[src/rtl/regfile_scoreboard_pkg.sv]
// Shared types and defaults for the register file / scoreboard slice.
// Latency: n/a (types and constants only).
// Backpressure: n/a.
package regfile_scoreboard_pkg;

    // Default datapath widths, also used by the ALU and control blocks.
    localparam int DATA_W   = 32;
    localparam int ADDR_W   = 5;

    // Architectural index of the hardwired zero register.
    localparam int REG_ZERO = 0;

    // ST_INIT walks the array writing zeros; ST_RUN accepts operations.
    typedef enum logic {
        ST_INIT = 1'b0,
        ST_RUN  = 1'b1
    } state_t;

endpackage

[src/rtl/regfile_scoreboard_bits.sv]
// Per-register busy vector: issue sets a bit, writeback clears it.
// Latency: updates on the clock edge; the vector is read combinationally.
// Backpressure: none; callers gate setEn/clrEn themselves.
//
// Ports: clk/rst (sync, active-high flush), setEn/setReg (issue),
//        clrEn/clrReg (writeback), busy (DEPTH-bit vector).
module regfile_scoreboard_bits #(
    parameter int ADDR_W = regfile_scoreboard_pkg::ADDR_W,
    parameter int DEPTH  = 1 << ADDR_W
) (
    input  logic              clk,
    input  logic              rst,
    input  logic              setEn,
    input  logic [ADDR_W-1:0] setReg,
    input  logic              clrEn,
    input  logic [ADDR_W-1:0] clrReg,
    output logic [DEPTH-1:0]  busy
);

    always_ff @(posedge clk) begin
        if (rst) begin
            busy <= '0;
        end else begin
            if (clrEn) begin
                busy[clrReg] <= 1'b0;
            end
            // Set comes last so an issue and a writeback to the same register
            // on one edge leave it busy: the newly issued producer still owes a write.
            if (setEn) begin
                busy[setReg] <= 1'b1;
            end
        end
    end

endmodule

[src/rtl/regfile_scoreboard.sv]
// Register file with NUM_RD read ports, one write port, bypass, zero register and RAW scoreboard.
// Latency: reads are combinational; writes/issues take effect on the next edge.
// Backpressure: none; ready stays low for DEPTH cycles after reset while the array is cleared.
//
// Ports: clk, rst (sync active-high), ready, reg_write/write_reg/write_data (write port),
//        issue_valid/issue_reg (mark destination busy), read_reg (packed addresses),
//        read_data (packed data), read_busy (per-port hazard flag).
module regfile_scoreboard #(
    parameter int DATA_W   = regfile_scoreboard_pkg::DATA_W,
    parameter int ADDR_W   = regfile_scoreboard_pkg::ADDR_W,
    parameter int NUM_RD   = 2,
    parameter int ZERO_REG = 1,
    parameter int BYPASS   = 1
) (
    input  logic                     clk,
    input  logic                     rst,
    output logic                     ready,
    input  logic                     reg_write,
    input  logic [ADDR_W-1:0]        write_reg,
    input  logic [DATA_W-1:0]        write_data,
    input  logic                     issue_valid,
    input  logic [ADDR_W-1:0]        issue_reg,
    input  logic [NUM_RD*ADDR_W-1:0] read_reg,
    output logic [NUM_RD*DATA_W-1:0] read_data,
    output logic [NUM_RD-1:0]        read_busy
);

    import regfile_scoreboard_pkg::*;

    localparam int                DEPTH     = 1 << ADDR_W;
    localparam logic [ADDR_W-1:0] ZERO_ADDR = ADDR_W'(REG_ZERO);
    localparam logic [ADDR_W-1:0] LAST_ADDR = ADDR_W'(DEPTH - 1);

    state_t            state;
    state_t            stateNext;
    logic [ADDR_W-1:0] clrIdx;
    logic              running;
    logic [DATA_W-1:0] regs [DEPTH];
    logic [DEPTH-1:0]  busyVec;
    logic              wrEn;
    logic              setEn;
    logic              clrEn;

    function automatic logic isZero(input logic [ADDR_W-1:0] a);
        return (ZERO_REG != 0) && (a == ZERO_ADDR);
    endfunction

    // State register.
    always_ff @(posedge clk) begin
        if (rst) begin
            state <= ST_INIT;
        end else begin
            state <= stateNext;
        end
    end

    // Next state: leave INIT on the edge that clears the last register.
    always_comb begin
        stateNext = state;
        case (state)
            ST_INIT: if (clrIdx == LAST_ADDR) stateNext = ST_RUN;
            ST_RUN:  stateNext = ST_RUN;
            default: stateNext = ST_INIT;
        endcase
    end

    // Outputs of the FSM.
    always_comb begin
        running = (state == ST_RUN);
        ready   = running;
    end

    // Clear index advances only in INIT; it wraps back to 0 as INIT ends.
    always_ff @(posedge clk) begin
        if (rst) begin
            clrIdx <= '0;
        end else if (state == ST_INIT) begin
            clrIdx <= clrIdx + ADDR_W'(1);
        end
    end

    assign wrEn  = running && reg_write && !isZero(write_reg);
    assign setEn = running && issue_valid && !isZero(issue_reg);
    assign clrEn = running && reg_write;

    // Storage has no reset of its own; INIT sweeps it to zero instead.
    always_ff @(posedge clk) begin
        if (!rst) begin
            if (state == ST_INIT) begin
                regs[clrIdx] <= '0;
            end else if (wrEn) begin
                regs[write_reg] <= write_data;
            end
        end
    end

    regfile_scoreboard_bits #(
        .ADDR_W (ADDR_W),
        .DEPTH  (DEPTH)
    ) u_bits (
        .clk    (clk),
        .rst    (rst),
        .setEn  (setEn),
        .setReg (issue_reg),
        .clrEn  (clrEn),
        .clrReg (write_reg),
        .busy   (busyVec)
    );

    for (genvar i = 0; i < NUM_RD; i++) begin : g_rd
        logic [ADDR_W-1:0] addr;
        logic              fwd;
        logic              quiet;

        assign addr  = read_reg[i*ADDR_W +: ADDR_W];
        // A write in flight to this address supplies the data and resolves the hazard now.
        assign fwd   = (BYPASS != 0) && reg_write && (write_reg == addr);
        assign quiet = !running || isZero(addr);

        assign read_data[i*DATA_W +: DATA_W] = quiet ? '0
                                             : (fwd ? write_data : regs[addr]);
        assign read_busy[i] = !quiet && !fwd && busyVec[addr];
    end

endmodule

[config.mk]
export PLATFORM = sky130hd
export DESIGN_NAME = regfile_scoreboard
export DESIGN_NICKNAME = d
export VERILOG_FILES = /design/src/rtl/regfile_scoreboard_pkg.sv /design/src/rtl/regfile_scoreboard_bits.sv /design/src/rtl/regfile_scoreboard.sv
export SDC_FILE = /design/constraint.sdc
export NUM_CORES = 1
export LEC_CHECK = 0
export CAP_MARGIN = 30
export CORE_MARGIN = 2
export CORE_UTILIZATION = 30
export CTS_CLUSTER_DIAMETER = 150
export CTS_CLUSTER_SIZE = 8
export DETAILED_ROUTE_END_ITERATION = 8
export HOLD_SLACK_MARGIN = 0.02
export SETUP_SLACK_MARGIN = 0.1
export SLEW_MARGIN = 20
export SYNTH_ARGS = -nofsm -noshare
export SYNTH_HDL_FRONTEND = slang
export SYNTH_SLANG_ARGS = --single-unit
[constraint.sdc]
create_clock -name clk -period 3.7 [get_ports clk]
set_clock_uncertainty 0.2 [all_clocks]
set_input_delay 0.74 -clock clk [delete_from_list [all_inputs] [get_ports clk]]
set_output_delay 0.74 -clock clk [all_outputs]
set_load 0.01 [all_outputs]
**Run 1: placement by cell class**

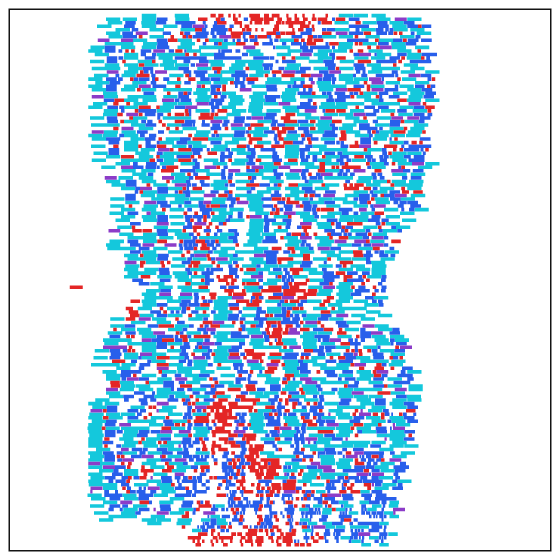
legend:
  sequential cells:
    color: cyan
    cells: 1,062
    share_of_their_area: 47%
  clock drivers and dummy loads:
    color: purple
    cells: 184
    share_of_their_area: 6.1%
  remaining logic cells:
    color: blue
    cells: 1,651
    share_of_their_area: 30%
  remaining buffers and delay cells:
    color: red
    cells: 974
    share_of_their_area: 16%

**Run 1: supply network**

Bar = 100 µm. Pins as bars on the die edge. Tap cells in gray.
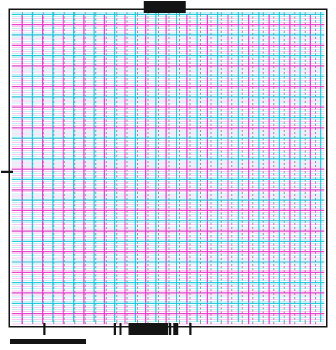
legend:
  VDD:
    color: cyan
  VSS:
    color: magenta
met5 straps: 30
met1 rails: 152

==> CHANGELOG.md, run 1 <==
### Implementation results

* TritonRoute pass-1 iters at 8
* Die width at about 420 µm
* Synth top area share at around three fifths
* Max-cap violations at 0
* Overflow after GRT at 0
* Final Util at 41.1%
* Cell area leaders: edfxtp_1 60%, mux4_2 16%, mux2i_1 6.4%, a221oi_1 2.1%, dfxtp_1 1.5%
* Area Growth Syn to Fin at 36.2%
* CTS tree: built
* Clock-pin transition on the worst setup and hold timing paths at 0.05 ns
* Tightest Pin Transition at approximately 1 ns
* Post-place instance area at 0.0609 mm²
* # Cells Yosys at 2,963
* WL/cell at 31.0 µm
* Main flop type: edfxtp_1
* Vias in the first global route at 35,380
* Net count after synthesis at around 3,000
* Setup Viol. Count Final at 23
* Nets@finish at about 4,000
* Post-DP HPWL at approximately 120 mm
* Core ar. at roughly 0.17 mm²
* Syn Area/Cell at roughly 17 µm²
* Worst EP required at between 2 and 3 ns
* Synthesis-stage register bit count at 1,062
* Via count at 35,089
* Worst hold path class: flop to flop
* Worst endpoint data arrival time at 2.87 ns
* Area reported by Yosys stat at ~0.051 mm²
* Slew Viols, Final at 0
* PwrDens at ~400 mW/mm²
* Critical Path Slowest Stage Cell: a211o_4
* DRC at 0
* Fin Setup TNS at -0.931 ns
* First-pass GRT wire length at ~260 mm
* OpenROAD warning count at 30
* Final Wtd Congestion at ~0.9
* 1st-iter DRT viols at between 3,000 and 4,000
* Most common cell in the synthesized netlist: edfxtp_1
* Worst-Skew Late Latency at 0.78 ns
* Die area at approximately 0.17 mm²
* Fp_density at ~30%
* Slew HR at 31.9%
* Seq share, synth at a little over 60%
* CP max FO at 5
* Gr usage total at around a fifth
* I/O pins at roughly 120
* Peak supply drop at 0.326 mV
* Synth warnings at 0
* Cell Type Count at between 50 and 60
* Top cells by count, synth: 1,024 x edfxtp_1, 373 x mux4_2, 328 x mux2i_1, 131 x a21oi_1, 122 x a221oi_1
* Yosys top cell by area: edfxtp_1
* Worst Path Class, Setup: input port to output port
* RSZ-0062 raised after global routing: true
* Routed Wire Length at about 190 mm
* Fraction of layout instances using a drive strength above 1 at between 40% and 50%
* Min setup slack post-route at -0.109 ns
* Crit path launch type: input port
* Max Fclk at ~260 MHz
* Final hold violation count at 0
* Status: finished, violations left
* Hold_buf cts at 0
* Lkg Pwr at 25.6 nW
* Ys async rst share at 0%
* Max stage delay on crit path at around 0.35 ns
* Minimum clock period at 3.81 ns
* Vias per inst at 5.76
* Cells after Synth at ~3,000
* Most Frequent Cell on Critical Path: buf_6
* Crit path capture type: output port
* Fillers at 14,841
* Antenna Violating Nets Remaining at 0
* Pin count of the biggest net entering global routing at ~42
* Design Area, Final at approximately 0.070 mm²
* Cell Area, Synth at 0.0510 mm²
* Initial antenna violation count at 0
* Clock buffer depth at 3
* CTS Buf Count at ~150
* Chip Height at roughly 420 µm
* Port bufs at 122
* Number of synthesized flops with an enable pin at ~1,000
* Final period util at 103%
* Crit path cell chain: dlygate4sd2_1 > xnor2_1 > nand4_1 > buf_4 > o211ai_1 > buf_6 > buf_12 > buf_16 > buf_6 > a21oi_4 > a211o_4 > buf_6
* H-Tree Depth at 4
* # rows at about 150
* Failing checks: setup timing
* Clock tree root buffer cell: clkbuf_16
**Run 1: the clock network**

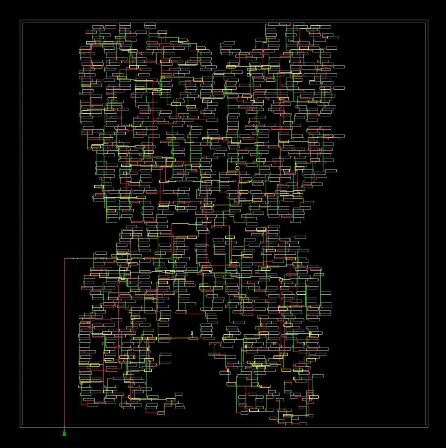
Sink Count: 1,062
Power Clock: 0.0124 W
CLK BUF: 169

**Run 1: signal wires by layer**

Bar = 100 µm. Two of the layers only.
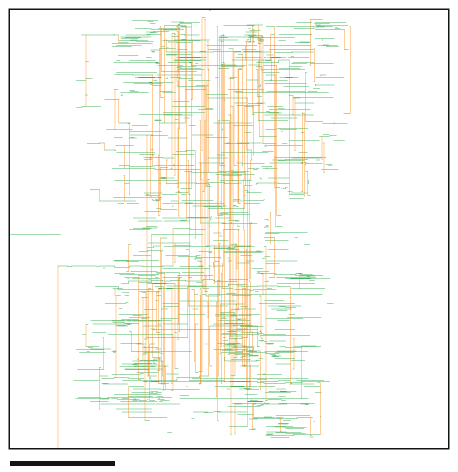
legend:
  M3:
    color: green
    wire_length: 14,200 µm
  M4:
    color: orange
    wire_length: 13,400 µm

run 1: per-stage QoR:
stage          cells  hold slack, ns  worst slack (ns)  total power [W]
2_1_floorplan   2963           0.260            -0.298           0.0145
3_3_place_gp    5719           0.274             -1.00           0.0157
3_5_place_dp    5722           0.281            -0.877           0.0157
4_1_cts         6024           0.288           -0.0864           0.0283
5_1_grt         6089           0.297            -0.146           0.0290
6_report        6091           0.286            -0.109           0.0283
run 1: cell usage in the layout, fill, tap and decap left out, types with 33 or more instances in the layout:
master	count
edfxtp_1	1024
buf_4	547
mux4_2	373
mux2i_1	323
buf_12	178
clkbuf_16	161
buf_6	92
a221oi_1	91
a21oi_1	64
nand2_1	61
a22oi_1	60
a211o_1	56
o21bai_1	44
buf_2	42
clkdlybuf4s50_1	40
dfxtp_1	37
o21ai_0	35
nor2_4	35
a22oi_2	34
a21oi_4	34
a21oi_2	33
a31oi_1	33
run 1: power by group:
| part | switching (W) | internal (W) | total (W) |
|---|---|---|---|
| clock network | 0.00509 | 0.00729 | 0.0124 |
| logic | 0.00143 | 0.00140 | 0.00283 |
| registers | 0.0000335 | 0.0131 | 0.0131 |
run 1: critical path, delay by kind of cell:
kind | cells | cell delay (ns)
AND-OR/OR-AND | 3 | 0.60
AND/OR/NAND/NOR | 1 | 0.17
XOR/XNOR | 1 | 0.15
buffers and inverters | 7 | 1.19
run 1: final timing paths:
kind | startpoint | to | slack (ns) | cells after the start
max | write_reg[4] | read_data[46] | -0.11 | 12
min | u_bits.busy[0] | u_bits.busy[0] | 0.29 | 1
max reg2reg | ready | regs[11][14] | 0.95 | 6
min reg2reg | u_bits.busy[0] | u_bits.busy[0] | 0.29 | 1
run 1: flip-flops by register name, indices dropped and copies added, names as in the netlist:
register / flops
regs: 1024
u_bits.busy: 32
ready: 1
clrIdx: 5
run 1: cells by family (layout without fill, tap and decap cells):
family,Yosys count,after routing,synth area share (%)
other cells,0,2,0
buf+inv,257,1165,2.74
compound gates,653,653,9.24
xor+xnor,11,11,0.189
mux,733,733,23.6
flops,1062,1062,61.7
simple gates,245,245,2.43
fa+ha+maj,2,2,0.0490
run 1: final cells by class:
class | count | area (µm²) | area share, %
clock inverter | 15 | 213 | 0.306
sequential | 1062 | 31500 | 45.3
tap | 2218 | 2780 | 3.99
timing repair buffer | 974 | 11000 | 15.8
inverter | 7 | 26.3 | 0.0378
antenna | 2 | 5.00 | 0.00720
multi-input combinational | 1644 | 20200 | 29.0
clock buffer | 169 | 3850 | 5.53
run 1: timing repair:
action,CTS,global route
pin swaps,126,63
resized,660,168
setup buffers,98,59
setup endpoints to repair,66,65
cloned,23,9
run 1: routing by layer:
metal / track usage (%) / vias up / wire, µm
li1: - / 14333 / -
met1: 25.7 / 18485 / 69100
met2: 35.3 / 1846 / 92200
met3: 3.40 / 425 / 14200
met4: 12.8 / 0 / 13400
met5: 0 / - / 0
==> run 2: changes to the inputs <==
--- a/config.mk
+++ b/config.mk
@@ -11,6 +11,7 @@
 export CTS_CLUSTER_DIAMETER = 150
 export CTS_CLUSTER_SIZE = 8
 export DETAILED_ROUTE_END_ITERATION = 8
+export DONT_BUFFER_PORTS = 1
 export HOLD_SLACK_MARGIN = 0.02
 export SETUP_SLACK_MARGIN = 0.1
 export SLEW_MARGIN = 20
==> run 2 against run 1 <==
Effect of this change:
- the run ends with slew limit, setup timing left
- sequential cell count is the same
- design area shrank 14%
- core utilization shrank 5.6 points
- combinational power shrank 51%
- synthesized cell count is the same
- wire length shrank 9.7%
- largest cell class unchanged
- highest routed layer unchanged
==> CHANGELOG.md, run 2 <==
### Implementation results

* Synth warnings at 0 (unchanged)
* Worst Path Class, Setup: input port to output port
* Overflow after GRT at 0 (unchanged)
* Slew Viols, Final at 12 (+12)
* First-pass GRT wire length at 237 mm (-9.7%)
* Hold Crit Depth at 1 (unchanged)
* Hold endpoint: regs[9][23]
* Final hold violation count at 0 (unchanged)
* OpenROAD warning count at 44 (+47%)
* Max stage delay on crit path at 0.48 ns (+0.13 ns)
* Most common cell in the synthesized netlist: edfxtp_1
* Worst hold path class: input port to flop
* Crit path launch type: input port
* Non-Filler Instances at 5,362 (-12%)
* Worst r2r path cells at 7 (+1)
* Largest register by flop count: regs
* Crit path cell chain: xnor2_4 > nand4_1 > buf_4 > o211ai_1 > buf_6 > buf_12 > buf_8 > a21oi_2 > a211o_1
* Ys async rst share at 0% (unchanged)
* Area reported by Yosys stat at 0.0510 mm² (unchanged)
* Min Hold Slack at 0.105 ns (-0.182 ns)
* Status: finished, violations left
* Fraction of layout instances using a drive strength above 1 at 30.2% (-16 points)
* RSZ-0062 raised after global routing: true
* Final period util at 118% (+15 points)
* Number of synthesized flops with an enable pin at 1,024 (unchanged)
* Most numerous logic cell after layout: edfxtp_1
* RR Endpoint: regs[28][0]
* Synthesis-stage register bit count at 1,062 (unchanged)
* Slew HR at -0.821% (-33 points)
* Fin Setup TNS at -22.40 ns (-21.47 ns)
* Tightest Pin Transition at 1.51 ns (+0.495 ns)
* Vias per inst at 5.89 (+2.2%)
* Synth top area share at 60.3% (unchanged)
* Top Registers: regs (1024), u_bits.busy (32), clrIdx (5)
* Fillers at 15,630 (+5.3%)
* Failing checks: slew limit, setup timing
* Nets@finish at 3,167 (-19%)
* Via count at 31,570 (-10%)
* Post-DP HPWL at 95.8 mm (-20%)
* Reg2reg setup slack at 0.74 ns (-0.21 ns)
* Initial antenna violation count at 1 (+1)
* Critical Path Slowest Stage Cell: xnor2_4
* Max reg flops at 1,024 (unchanged)
* CTS tree: built
* Setup Viol. Count Final at 60 (+160%)
* Pin count of the biggest net entering global routing at 326 (+680%)
* Lkg Pwr at 21.0 nW (-18%)
* Area Growth Syn to Fin at 17.7%
* Cells after DPL at 5,152 (-10%)
* CP max FO at 325 (+320)
* Cell area leaders: edfxtp_1 60%, mux4_2 16%, mux2i_1 6.4%, a221oi_1 2.1%, dfxtp_1 1.5%
* Sink Count at 1,062 (unchanged)
* Syn Area/Cell at 17.2 µm² (unchanged)
* Clock tree root buffer cell: clkbuf_16
* Vias in the first global route at 31,508 (-11%)
* Top Layout Cells: 1,024 x edfxtp_1, 373 x mux4_2, 328 x mux2i_1
* Routed Wire Length at 171 mm (-9.7%)
* Worst EP required at 2.76 ns (about the same)
* Crit path capture type: output port
* Port bufs at 0 (-100%)
* Min setup slack post-route at -0.681 ns (-0.572 ns)
* Max Fclk at 228 MHz (-13%)
run 2: cell types whose count changed in the layout (fill, tap and decap cells not counted), moves of 32 or more:
cell             delta
buf_4             -387
buf_12            -116
buf_6              -84
buf_2              -42
clkdlybuf4s50_1    -40
a21oi_1            +39
buf_16             -32
run 2: how the worst max path moves through the flow:
stage | cells past startpoint | from | endpoint
final | 9 | read_reg[5] | read_data[40]
after CTS | 5 | regs[15][4] | read_data[4]
after floorplan | 7 | write_reg[0] | regs[20][0]
after detailed placement | 5 | read_reg[0] | read_data[4]
after global placement | 5 | read_reg[0] | read_data[4]
after global routing | 9 | read_reg[5] | read_data[40]
run 2: metal layers:
| metal | routed length (µm) | global-route usage [%] |
|---|---|---|
| met1 | 61900 | 22.7 |
| met2 | 85800 | 32.4 |
| met3 | 13000 | 3.65 |
| met4 | 9990 | 9.93 |
| met5 | 0 | 0 |
run 2: power by group:
| group | internal [W] | switching (W) | total (W) |
|---|---|---|---|
| combinational | 0.000748 | 0.000634 | 0.00138 |
| sequential | 0.0131 | 0.0000334 | 0.0131 |
| clock | 0.00725 | 0.00505 | 0.0123 |
| total | 0.0211 | 0.00572 | 0.0268 |
run 2: repair_timing:
action                                  4_1_cts  5_1_grt
hold endpoints to repair                     38        0
cloned                                        0        5
hold buffers                                  7        0
setup buffers                                 0       14
gates resized                                35       92
pin swaps                                     9       47
endpoints found under the setup margin       46       56
run 2: layout make-up:
class | instances | area share, %
timing repair buffer | 244 | 4.57
clock buffer | 171 | 6.38
clock inverter | 15 | 0.387
inverter | 7 | 0.0437
tap | 2218 | 4.62
multi-input combinational | 1644 | 31.5
sequential | 1062 | 52.5
antenna | 1 | 0.00417
run 2: cell families (layout without fill, tap and decap cells):
| family | after synthesis | after routing | synth area share (%) |
|---|---|---|---|
| AND-OR/OR-AND | 653 | 653 | 9.24 |
| XOR/XNOR | 11 | 11 | 0.189 |
| adder cells (fa/ha/maj) | 2 | 2 | 0.0490 |
| buffers and inverters | 257 | 437 | 2.74 |
| flip-flops | 1062 | 1062 | 61.7 |
| multiplexers | 733 | 733 | 23.6 |
| other | 0 | 1 | 0 |
| AND/OR/NAND/NOR | 245 | 245 | 2.43 |
run 2: metrics by stage:
| step | instance area, µm² | util (%) | setup WS [ns] | total power, W |
|---|---|---|---|---|
| finish | 60100 | 35.5 | -0.681 | 0.0268 |
| global route | 60100 | 35.5 | -0.410 | 0.0275 |
| floorplan | 51100 | - | -0.298 | 0.0145 |
| detailed placement | 55100 | 32.6 | -0.208 | 0.0146 |
| CTS | 59500 | 35.2 | 0.00696 | 0.0269 |
| global placement | 55100 | 32.6 | -0.227 | 0.0146 |
run 2: worst max-delay path, delay by kind of cell:
| family | cells | cell delay [ns] |
|---|---|---|
| buffers and inverters | 4 | 0.71 |
| and+or+nand+nor | 1 | 0.16 |
| xor gates and xnor gates | 1 | 0.48 |
| AOI/OAI and AO/OA | 3 | 0.60 |
**Run 2: placement by cell class**

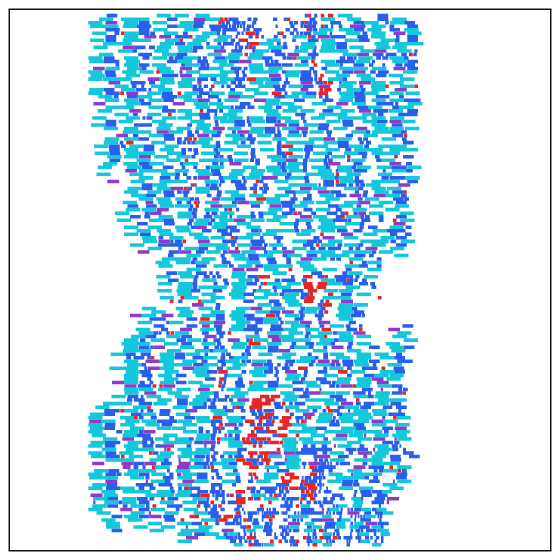
legend:
  clock drivers and dummy loads:
    color: purple
    cells: 186
    share_of_their_area: 7.1%
  sequential cells:
    color: cyan
    cells: 1,062
    share_of_their_area: 55%
  remaining buffers and delay cells:
    color: red
    cells: 244
    share_of_their_area: 4.8%
  remaining logic cells:
    color: blue
    cells: 1,651
    share_of_their_area: 33%

**Run 2: supply network**

Bar = 100 µm. Pins as bars on the die edge. Tap cells in gray.
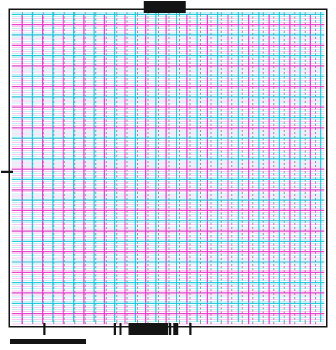
Peak supply drop: 0.434 mV
Chip Height: 416 µm
die width: 416 µm
Core ar.: 0.169 mm²

Power figures rest on the tool's default switching activity, not on a simulated workload.
